### config.mk
export PLATFORM = sky130hd
export DESIGN_NAME = pixel_result_queue
export DESIGN_NICKNAME = d
export VERILOG_FILES = /design/src/rtl/pixel_result_queue.sv
export SDC_FILE = /design/constraint.sdc
export NUM_CORES = 1
export LEC_CHECK = 0
export CORE_MARGIN = 3
export CORE_UTILIZATION = 45
export CTS_CLUSTER_DIAMETER = 40
export DETAILED_ROUTE_END_ITERATION = 8
export SLEW_MARGIN = 20
export SYNTH_ARGS = -nofsm -noshare
export SYNTH_HDL_FRONTEND = slang
export SYNTH_SLANG_ARGS = --single-unit
### constraint.sdc
create_clock -name clk -period 5.65 [get_ports clk]
set_input_delay 1.13 -clock clk [delete_from_list [all_inputs] [get_ports clk]]
set_output_delay 1.13 -clock clk [all_outputs]
set_load 0.005 [all_outputs]
### src/rtl/pixel_result_queue.sv
// pixel_result_queue
//   Buffers finished pixels from the trace_path core and drains them one at a
//   time to the UART color_transmitter and the VGA framebuffer write port.
//
//   A pixel is captured on the rising edge of in_done. Each pop produces a
//   one-cycle tx_start and a one-cycle fb_we pulse. The colour, coordinates
//   and RGB332 pixel stay valid from that pop until the next pop.
//
//   Parameters: DEPTH (FIFO entries, power of 2, >= 2), XW, YW (coordinate widths)
//
//   Ports:
//     clk, reset_n            clock, async active-low reset
//     in_done/in_x/in_y/in_rgb tracer result (level done, data valid while high)
//     tx_busy                 transmitter busy (input)
//     tx_start, tx_rgb        transmitter start pulse + colour
//     fb_we, fb_x, fb_y, fb_pix framebuffer write strobe, address, RGB332 pixel
//     empty, full, count      FIFO status
//     overflow                sticky: a pixel was dropped because the FIFO was full
//     checksum                running R+G+B sum of popped pixels
//
//   Optional feature macro: PIXQ_CHECKSUM_EN. When it is undefined, checksum
//   is tied to 0 and the adder is not built.

module pixel_result_queue #(
  parameter int DEPTH = 16,
  parameter int XW    = 8,
  parameter int YW    = 8
) (
  input  logic                     clk,
  input  logic                     reset_n,
  input  logic                     in_done,
  input  logic [XW-1:0]            in_x,
  input  logic [YW-1:0]            in_y,
  input  logic [23:0]              in_rgb,
  input  logic                     tx_busy,
  output logic                     tx_start,
  output logic [23:0]              tx_rgb,
  output logic                     fb_we,
  output logic [XW-1:0]            fb_x,
  output logic [YW-1:0]            fb_y,
  output logic [7:0]               fb_pix,
  output logic                     empty,
  output logic                     full,
  output logic [$clog2(DEPTH):0]   count,
  output logic                     overflow,
  output logic [15:0]              checksum
);

  localparam int AW = $clog2(DEPTH);
  localparam int CW = AW + 1;

  typedef struct packed {
    logic [XW-1:0] x;
    logic [YW-1:0] y;
    logic [23:0]   rgb;
  } pix_t;

  typedef enum logic [1:0] {IDLE, ISSUE, HOLD, WAIT} state_t;

  pix_t          r_mem [DEPTH];
  logic [AW-1:0] r_wr_ptr, r_rd_ptr;
  logic [CW-1:0] r_count;
  logic          r_done_q;
  logic          r_overflow;
  state_t        r_state;

  logic          w_push, w_full, w_empty, w_wr, w_pop;
  pix_t          w_head;

  assign w_push  = in_done & ~r_done_q;
  assign w_full  = (r_count == CW'(DEPTH));
  assign w_empty = (r_count == '0);
  // Full check uses the pre-edge count, so a push that coincides with a pop
  // on a full FIFO is still dropped.
  assign w_wr    = w_push & ~w_full;
  assign w_pop   = (r_state == IDLE) & ~w_empty & ~tx_busy;
  assign w_head  = r_mem[r_rd_ptr];

  // FIFO storage (no reset needed; validity tracked by r_count)
  always_ff @(posedge clk) begin
    if (w_wr) r_mem[r_wr_ptr] <= '{x: in_x, y: in_y, rgb: in_rgb};
  end

  always_ff @(posedge clk or negedge reset_n) begin
    if (!reset_n) begin
      r_done_q   <= 1'b0;
      r_wr_ptr   <= '0;
      r_rd_ptr   <= '0;
      r_count    <= '0;
      r_overflow <= 1'b0;
    end else begin
      r_done_q <= in_done;
      if (w_wr)  r_wr_ptr <= r_wr_ptr + 1'b1;
      if (w_pop) r_rd_ptr <= r_rd_ptr + 1'b1;
      r_count <= r_count + CW'(w_wr) - CW'(w_pop);
      if (w_push & w_full) r_overflow <= 1'b1;
    end
  end

  // Drain FSM with registered strobes and data outputs
  always_ff @(posedge clk or negedge reset_n) begin
    if (!reset_n) begin
      r_state  <= IDLE;
      tx_start <= 1'b0;
      fb_we    <= 1'b0;
      tx_rgb   <= '0;
      fb_x     <= '0;
      fb_y     <= '0;
      fb_pix   <= '0;
    end else begin
      tx_start <= 1'b0;
      fb_we    <= 1'b0;
      case (r_state)
        IDLE: if (w_pop) begin
          tx_rgb   <= w_head.rgb;
          fb_x     <= w_head.x;
          fb_y     <= w_head.y;
          fb_pix   <= {w_head.rgb[23:21], w_head.rgb[15:13], w_head.rgb[7:6]};
          // Strobes rise together with the ISSUE state.
          tx_start <= 1'b1;
          fb_we    <= 1'b1;
          r_state  <= ISSUE;
        end
        ISSUE:   r_state <= HOLD;
        // One cycle for the transmitter to raise busy before it is sampled.
        HOLD:    r_state <= WAIT;
        WAIT:    if (!tx_busy) r_state <= IDLE;
        default: r_state <= IDLE;
      endcase
    end
  end

`ifdef PIXQ_CHECKSUM_EN
  logic [15:0] r_checksum;
  always_ff @(posedge clk or negedge reset_n) begin
    if (!reset_n)   r_checksum <= '0;
    else if (w_pop) r_checksum <= r_checksum + 16'(w_head.rgb[23:16])
                                             + 16'(w_head.rgb[15:8])
                                             + 16'(w_head.rgb[7:0]);
  end
  assign checksum = r_checksum;
`else
  assign checksum = '0;
`endif

  assign empty    = w_empty;
  assign full     = w_full;
  assign count    = r_count;
  assign overflow = r_overflow;

endmodule

Figure 1. Cell outlines without signal wires (run 1).
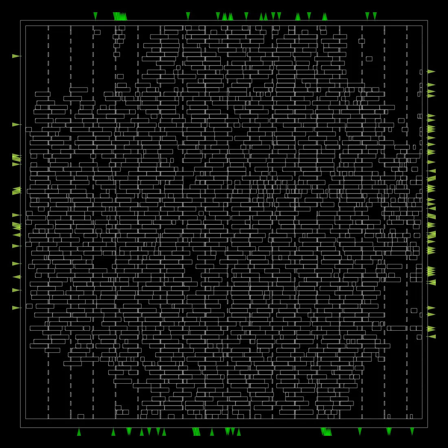
row cnt: 89
flop share of the area: 64.1%
TAP cells: 773

Figure 2. Met1 routing (run 1).
Supply wires on this layer in grey.
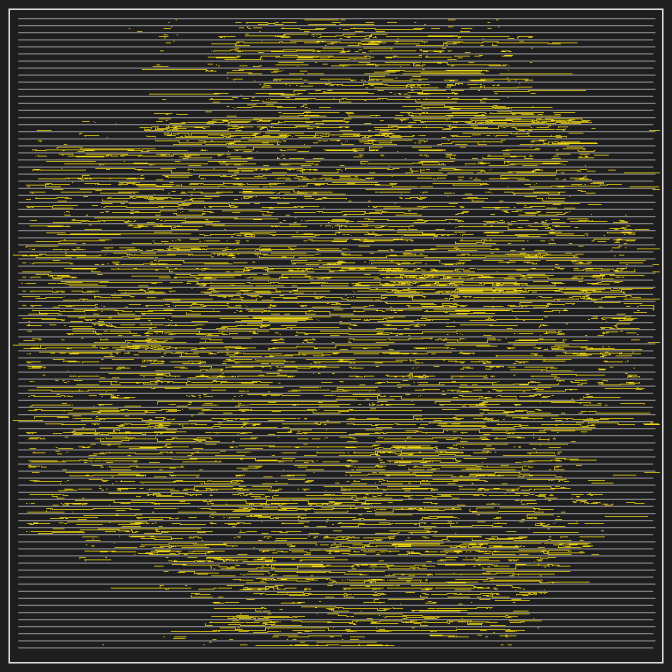
The longest straight run is 69.0 um. The layer holds 44% of the routed length.
met1 GRT Util: 26.6%
vias post-DR: 12600
Final Routed Wirelength: 57800 um

Figure 3. Cell classes on the final placement (run 1).
The bar under the picture is 100 um long. Fill, decap, tap and diode cells in grey.
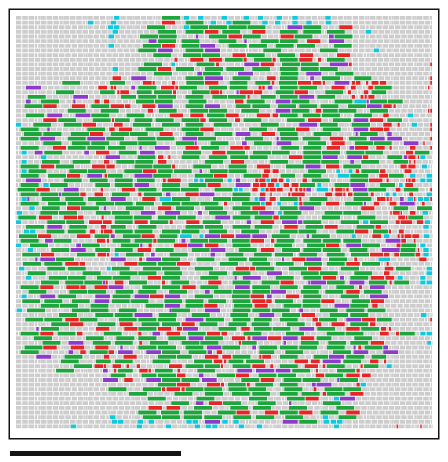
Red marks all other logic, cells 425. Cyan marks other buffers and delay cells, cells 132. Green marks flip-flops, cells 698. Purple marks clock drivers and dummy loads, cells 185.

==> results.py, run 1 <==
# Flow results
metrics = {
    "setup_path": {
        "critPathKind": "reg -> out",
        "crit_arrival_ps": 2900,
        "cp_common_cell": "inv_1",
        "reg2reg_to": "count[4]",
        "critPathBufInv": 3,
        "crit_chain": "inv_1, ha_1, or4b_2, inv_1, clkdlybuf4s50_1",
        "endpoint": "empty",
        "crit_fanout": 21,
        "reg2reg_slack_ps": 2370,
        "worst-path-stages": 5,
        "r2r_start": "count[3]",
        "slowest_delay_ps": 940,
        "start_kind": "register",
        "cpMaxStageDelayCell": "or4b_2",
        "crit_family": "simple AND/OR/NAND/NOR gates",
        "crit_required_ps": 4520,
        "r2r_cells": 11,
        "crit_start": "count[3]",
        "cp-end-kind": "primary output",
    },
    "logic_synthesis": {
        "synthArstFlopShare_pct": 8.31,
        "synth_cell_types": 35,
        "ys_sh_aoi_pct": 4.08,
        "muxShareOfSynthArea_pct": 15.0,
        "yosys.area_share.simple_pct": 0.803,
        "edf_count": 640,
        "yosys_cells": 1207,
        "xor_area_share_pct": 0.325,
        "ys_ff": 698,
        "synth-area-yosys_sq_um": 27000,
        "seq_area_frac_synth_pct": 76.6,
        "synthTopLogicFamily": "multiplexers",
        "synthAdderAreaFrac_pct": 0.770,
        "top_area_cell": "edfxtp_1",
        "syn_inst": 1207,
        "synth_area_sq_um": 27000,
        "yosysMostFrequentCell": "edfxtp_1",
        "syn_avg_cell_area_sq_um": 22.3,
        "top_area_share_pct": 71.3,
        "yosysWarnings": 0,
        "common_cells": "640 x edfxtp_1, 160 x mux4_2, 58 x dfrtp_1, 42 x a21oi_1, 41 x mux2i_1",
        "synthTopCellsByArea": "edfxtp_1 71%, mux4_2 13%, dfrtp_1 5.4%, a221oi_2 2.2%, mux2i_1 1.5%",
        "yosys_most_used_dff": "edfxtp_1",
    },
    "power": {
        "max-vdd-ir-drop_v": 0.000319,
        "p_per_area_nw_per_um2": 520,
        "top_power_group": "registers",
        "p_leak_nw": 10.5,
        "combinationalPower_mw": 3.91,
        "p_switching_mw": 4.69,
        "switching_share_pct": 28.0,
        "p_seq_mw": 6.62,
        "p_seq_share_pct": 39.5,
        "p_int_mw": 12.1,
        "power_frac_comb_pct": 23.3,
        "power_mw": 16.8,
        "p_clk_share_pct": 37.2,
    },
    "worst_hold_path": {
        "hold_class": "reg -> reg",
        "holdPathStages": 1,
        "hold_end": "overflow",
        "hp-start": "overflow",
    },
    "floorplan": {
        "ioPinCount": 118,
        "dieArea_sq_um": 62900,
        "coreArea_sq_um": 59100,
        "die_y_um": 251,
        "initCoreUtil_pct": 45.6,
    },
    "timing": {
        "finClkSkew_ps": 24.4,
        "setup_tns_ps": 0,
        "fin_crit_ps": 4030,
        "fin_crit_sh_pct": 71.3,
        "rsz0062_at_grt": "false",
        "hold_ws_ps": 458,
        "report.final.hold_viol_count": 0,
        "drv_slew": 0,
        "slew_headroom_pct": 34.4,
        "setup_slack_ps": 1620,
        "clock.fmax_mhz": 248,
        "worst_slew_pin_slew_ps": 984,
    },
    "routing": {
        "met2_length_um": 28300,
        "dr.first_iter.drc_count": 1154,
        "highest_layer": "met4",
        "dr.pass1.iters": 5,
        "final_antenna_net_count": 0,
        "detail_route.vias_per_cell": 5.69,
        "met3_length_um": 3040,
        "post_drt_wl_per_cell_um": 26.1,
        "wl_met1_um": 25400,
    },
    "clocking": {
        "cts-root-buf": "clkbuf_16",
        "htreeDepth": 3,
        "post_cts_buffers": 0,
        "numCtsBuffers": 99,
        "clk_pin_slew_ps": 50,
        "numClockSinks": 698,
        "insertion_delay_ps": 620,
        "cts_hold_repair.buffers": 0,
        "clk_path_buf_depth": 3,
    },
    "global_routing": {
        "grt_util_met2_pct": 30.3,
        "antenna_found_initial": 0,
        "grt_pass1_vias": 13300,
        "grt_pass1_wl_um": 87400,
        "grt.met3_usage_pct": 3.92,
        "gr-total-overflow": 0,
        "busiest_layer": "met2",
        "grt_max_degree": 60,
        "grt.total_usage_pct": 18.8,
    },
    "placed_design": {
        "pre_cts_ws_ps": 1430,
        "place.gp.congestion": 0.737,
        "placed_area_sq_um": 28800,
        "place_inst": 2028,
        "port_buffers": 101,
        "place.detailed.hpwl_um": 31700,
    },
    "layout": {
        "utilization_pct": 54.6,
        "stdcell_count": 2213,
        "antennaDiodeCount": 0,
        "final_common_cell": "edfxtp_1",
        "syn2layout_area_growth_pct": 19.7,
        "largest_reg_flops": 640,
        "nClkBuffers": 118,
        "dominant_cells": "flip-flops and latches",
        "n_all_buffers": 132,
        "buf_share_pct": 4.08,
        "reg_top3": "r_mem (640), tx_rgb (24)",
        "ff_count": 698,
        "n_all_inverters": 12,
        "layout-drive-gt1-share_pct": 29.8,
        "postLayoutCellArea_sq_um": 32300,
        "comb-cell-share_pct": 18.1,
        "num-nets-final": 1416,
        "seq_area_sq_um": 20700,
        "logic_area_sq_um": 5830,
        "clock_area_share_pct": 10.6,
        "n_fill_cell": 4404,
    },
    "flow_run": {
        "maxCapViolCount": 0,
        "warnings": 33,
    },
    "outcome": {
        "run_status": "finished, final reports clean",
    },
}
Figure 4. Routed metal, one colour a layer (run 1).
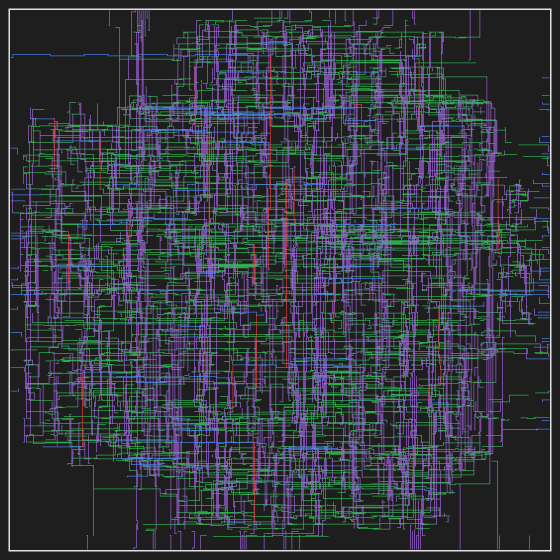

==> inputs of run 2 (changes only) <==
==> constraint.sdc (replaced) <==
create_clock -name clk -period 3.6 [get_ports clk]
set_input_delay 0.72 -clock clk [delete_from_list [all_inputs] [get_ports clk]]
set_output_delay 0.72 -clock clk [all_outputs]
set_load 0.005 [all_outputs]
Figure 5. Routed metal, one colour a layer (run 2).
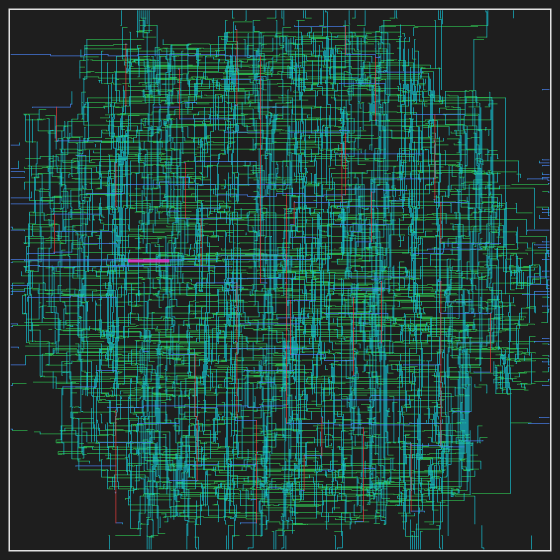
Blue marks met3, wire length 2480 um. Cyan marks met2, wire length 27.7 mm. Magenta marks met5, wire length 17.5 um. Red marks met4, wire length 1110 um. Green marks met1, wire length 25.9 mm.
GRT Util Overall: 18.6%
drt wl/cell: 25.8 um
Final Routed Wirelength: 57300 um

Figure 6. Met1 routing (run 2).
Supply wires on this layer in grey.
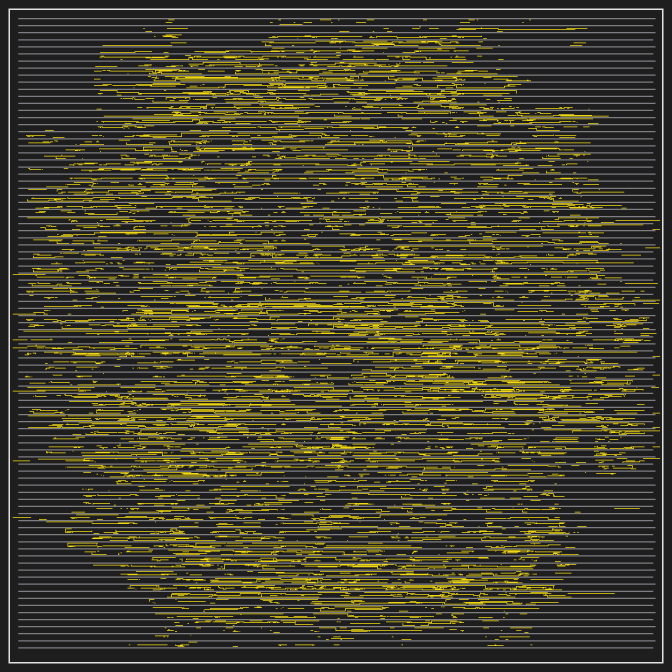
The layer holds 45% of the routed length. The wires run mostly horizontal.
vias post-DR: 12600
met1 GRT Util: 26.6%

==> results.py, run 2 <==
# Flow results
metrics = {
    "floorplan": {
        "die_y_um": 251,
    },
    "layout": {
        "reg_top3": "r_mem (640), tx_rgb (24)",
        "stdcell_count": 2221,
        "final_common_cell": "edfxtp_1",
        "n_all_inverters": 12,
        "logic_area_sq_um": 5850,
        "buf_share_pct": 4.73,
        "nClkBuffers": 115,
        "postLayoutCellArea_sq_um": 32500,
        "seq_area_sq_um": 20700,
        "dominant_cells": "flip-flops and latches",
    },
    "power": {
        "p_seq_mw": 10.2,
        "p_seq_share_pct": 38.6,
        "max-vdd-ir-drop_v": 0.000493,
        "p_clk_share_pct": 37.1,
        "p_leak_nw": 10.6,
    },
    "timing": {
        "fin_crit_ps": 3290,
        "finClkSkew_ps": 31.6,
        "report.final.hold_viol_count": 0,
        "fin_crit_sh_pct": 91.3,
        "setup_tns_ps": 0,
        "drv_slew": 0,
        "hold_ws_ps": 256,
        "rsz0062_at_grt": "false",
    },
    "clocking": {
        "numClockSinks": 698,
        "htreeDepth": 3,
        "cts-root-buf": "clkbuf_16",
        "insertion_delay_ps": 640,
        "clk_path_buf_depth": 3,
        "clk_pin_slew_ps": 60,
        "numCtsBuffers": 96,
    },
    "logic_synthesis": {
        "seq_area_frac_synth_pct": 76.6,
        "synthTopCellsByArea": "edfxtp_1 71%, mux4_2 13%, dfrtp_1 5.4%, a221oi_2 2.2%, mux2i_1 1.5%",
        "yosys_most_used_dff": "edfxtp_1",
        "ys_ff": 698,
        "yosys.area_share.simple_pct": 0.803,
        "synthTopLogicFamily": "multiplexers",
        "common_cells": "640 x edfxtp_1, 160 x mux4_2, 58 x dfrtp_1, 42 x a21oi_1, 41 x mux2i_1",
        "synthArstFlopShare_pct": 8.31,
        "xor_area_share_pct": 0.325,
        "synth-area-yosys_sq_um": 27000,
        "yosysMostFrequentCell": "edfxtp_1",
    },
    "global_routing": {
        "grt.met3_usage_pct": 3.57,
        "busiest_layer": "met2",
        "antenna_found_initial": 1,
    },
    "routing": {
        "dr.first_iter.drc_count": 763,
        "highest_layer": "met5",
        "met2_length_um": 27700,
        "detail_route.vias_per_cell": 5.66,
    },
    "setup_path": {
        "crit_arrival_ps": 2570,
        "endpoint": "empty",
        "slowest_delay_ps": 650,
        "critPathBufInv": 3,
        "reg2reg_to": "count[4]",
        "r2r_start": "count[2]",
        "critPathKind": "reg -> out",
        "r2r_cells": 11,
    },
    "flow_run": {
        "maxCapViolCount": 0,
        "warnings": 33,
    },
    "placed_design": {
        "placed_area_sq_um": 29100,
        "place_inst": 2039,
        "place.detailed.hpwl_um": 30400,
    },
    "outcome": {
        "run_status": "finished, final reports clean",
    },
}
Figure 7. Cell outlines without signal wires (run 2).
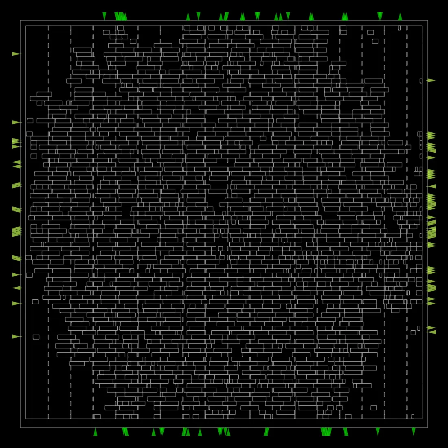
num sequential: 698
Core Util, Final: 55.0%
Layout fillers: 4397
core area: 59100 sq um
flop share of the area: 63.6%

Figure 8. Signal metal coverage by tile (run 2).
The die is cut into 25 by 25 equal tiles; black is low, pale yellow is high, scaled to the fullest tile. Values are wire area over tile area, all layers added.
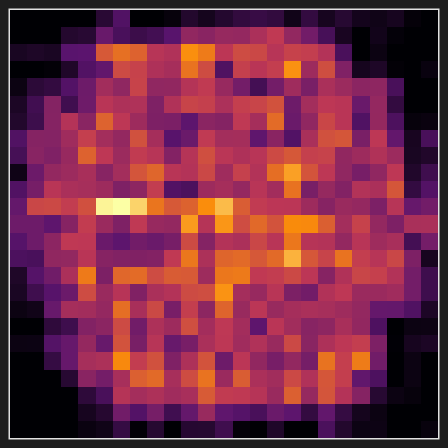

==> inputs of run 3 (changes only) <==
--- a/config.mk
+++ b/config.mk
@@ -9,6 +9,7 @@
 export CORE_UTILIZATION = 45
 export CTS_CLUSTER_DIAMETER = 40
 export DETAILED_ROUTE_END_ITERATION = 8
+export SETUP_SLACK_MARGIN = 0.3
 export SLEW_MARGIN = 20
 export SYNTH_ARGS = -nofsm -noshare
 export SYNTH_HDL_FRONTEND = slang
Figure 9. Signal metal coverage by tile (run 3).
The die is cut into 25 by 25 equal tiles; black is low, pale yellow is high, scaled to the fullest tile. Values are wire area over tile area, all layers added.
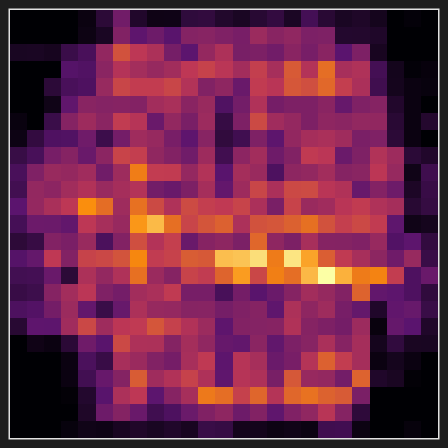
The fullest tile reaches 0.47. The densest ninth of the die: centre. 17% of the tiles are over half the peak.
Final Routed Wirelength: 59200 um
GRT Util Overall: 19.1%

Figure 10. Routed metal, one colour a layer (run 3).
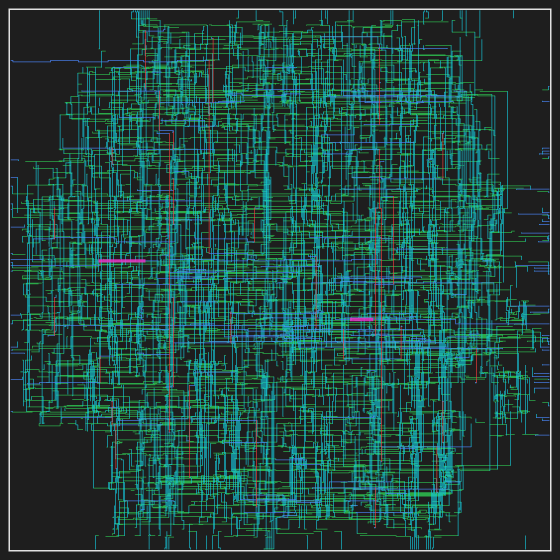
Blue marks met3, wire length 3640 um. Green marks met1, wire length 26.0 mm. Magenta marks met5, wire length 29.4 um. Red marks met4, wire length 1010 um. Cyan marks met2, wire length 28.5 mm.
drt wl/cell: 26.5 um
vias post-DR: 12800

Figure 11. Cell outlines without signal wires (run 3).
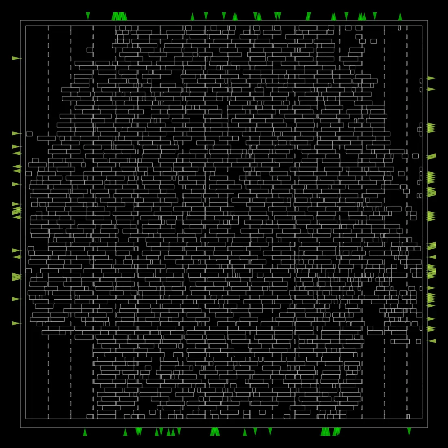
flop share of the area: 63.7%
Layout fillers: 4441
Core Util, Final: 54.9%

==> results.py, run 3 <==
# Flow results
metrics = {
    "clocking": {
        "htreeDepth": 3,
        "clk_path_buf_depth": 3,
        "post_cts_buffers": 0,
        "numCtsBuffers": 98,
        "cts-root-buf": "clkbuf_16",
        "numClockSinks": 698,
        "insertion_delay_ps": 620,
        "clk_pin_slew_ps": 50,
    },
    "timing": {
        "setup_tns_ps": 0,
        "drv_slew": 0,
        "report.final.hold_viol_count": 0,
        "fin_crit_sh_pct": 85.5,
        "finClkSkew_ps": 20.6,
        "hold_ws_ps": 284,
        "rsz0062_at_grt": "false",
        "setup_violations": 0,
        "fin_crit_ps": 3080,
    },
    "routing": {
        "highest_layer": "met5",
        "dr.first_iter.drc_count": 1080,
        "met2_length_um": 28500,
        "detail_route.vias_per_cell": 5.72,
        "drcViolationCount": 0,
    },
    "setup_path": {
        "reg2reg_to": "count[4]",
        "r2r_start": "count[3]",
        "crit_arrival_ps": 2360,
        "endpoint": "empty",
        "r2r_cells": 11,
        "slowest_delay_ps": 500,
        "critPathKind": "reg -> out",
        "critPathBufInv": 3,
    },
    "power": {
        "max-vdd-ir-drop_v": 0.000392,
        "p_seq_mw": 10.3,
        "p_leak_nw": 10.6,
        "p_clk_share_pct": 35.8,
    },
    "layout": {
        "n_all_inverters": 12,
        "stdcell_count": 2229,
        "buf_share_pct": 5.07,
        "final_common_cell": "edfxtp_1",
        "logic_area_sq_um": 5860,
        "postLayoutCellArea_sq_um": 32400,
        "seq_area_sq_um": 20700,
        "dominant_cells": "flip-flops and latches",
        "reg_top3": "r_mem (640), tx_rgb (24)",
        "nMultiInputCombCells": 413,
        "nClkBuffers": 116,
    },
    "outcome": {
        "run_status": "finished, final reports clean",
    },
    "logic_synthesis": {
        "yosysMostFrequentCell": "edfxtp_1",
        "synthTopCellsByArea": "edfxtp_1 71%, mux4_2 13%, dfrtp_1 5.4%, a221oi_2 2.2%, mux2i_1 1.5%",
        "yosys.area_share.simple_pct": 0.803,
        "seq_area_frac_synth_pct": 76.6,
        "ys_ff": 698,
        "synth-area-yosys_sq_um": 27000,
        "xor_area_share_pct": 0.325,
        "common_cells": "640 x edfxtp_1, 160 x mux4_2, 58 x dfrtp_1, 42 x a21oi_1, 41 x mux2i_1",
        "synthArstFlopShare_pct": 8.31,
        "synth_cell_types": 35,
    },
    "floorplan": {
        "die_y_um": 251,
        "taps": 773,
    },
    "flow_run": {
        "maxCapViolCount": 0,
        "warnings": 34,
    },
    "global_routing": {
        "busiest_layer": "met2",
        "grt.met3_usage_pct": 3.72,
        "antenna_found_initial": 2,
        "grtUsageMet1_pct": 27.4,
    },
    "placed_design": {
        "place_inst": 2045,
    },
}
Power and IR drop assume default switching activity.
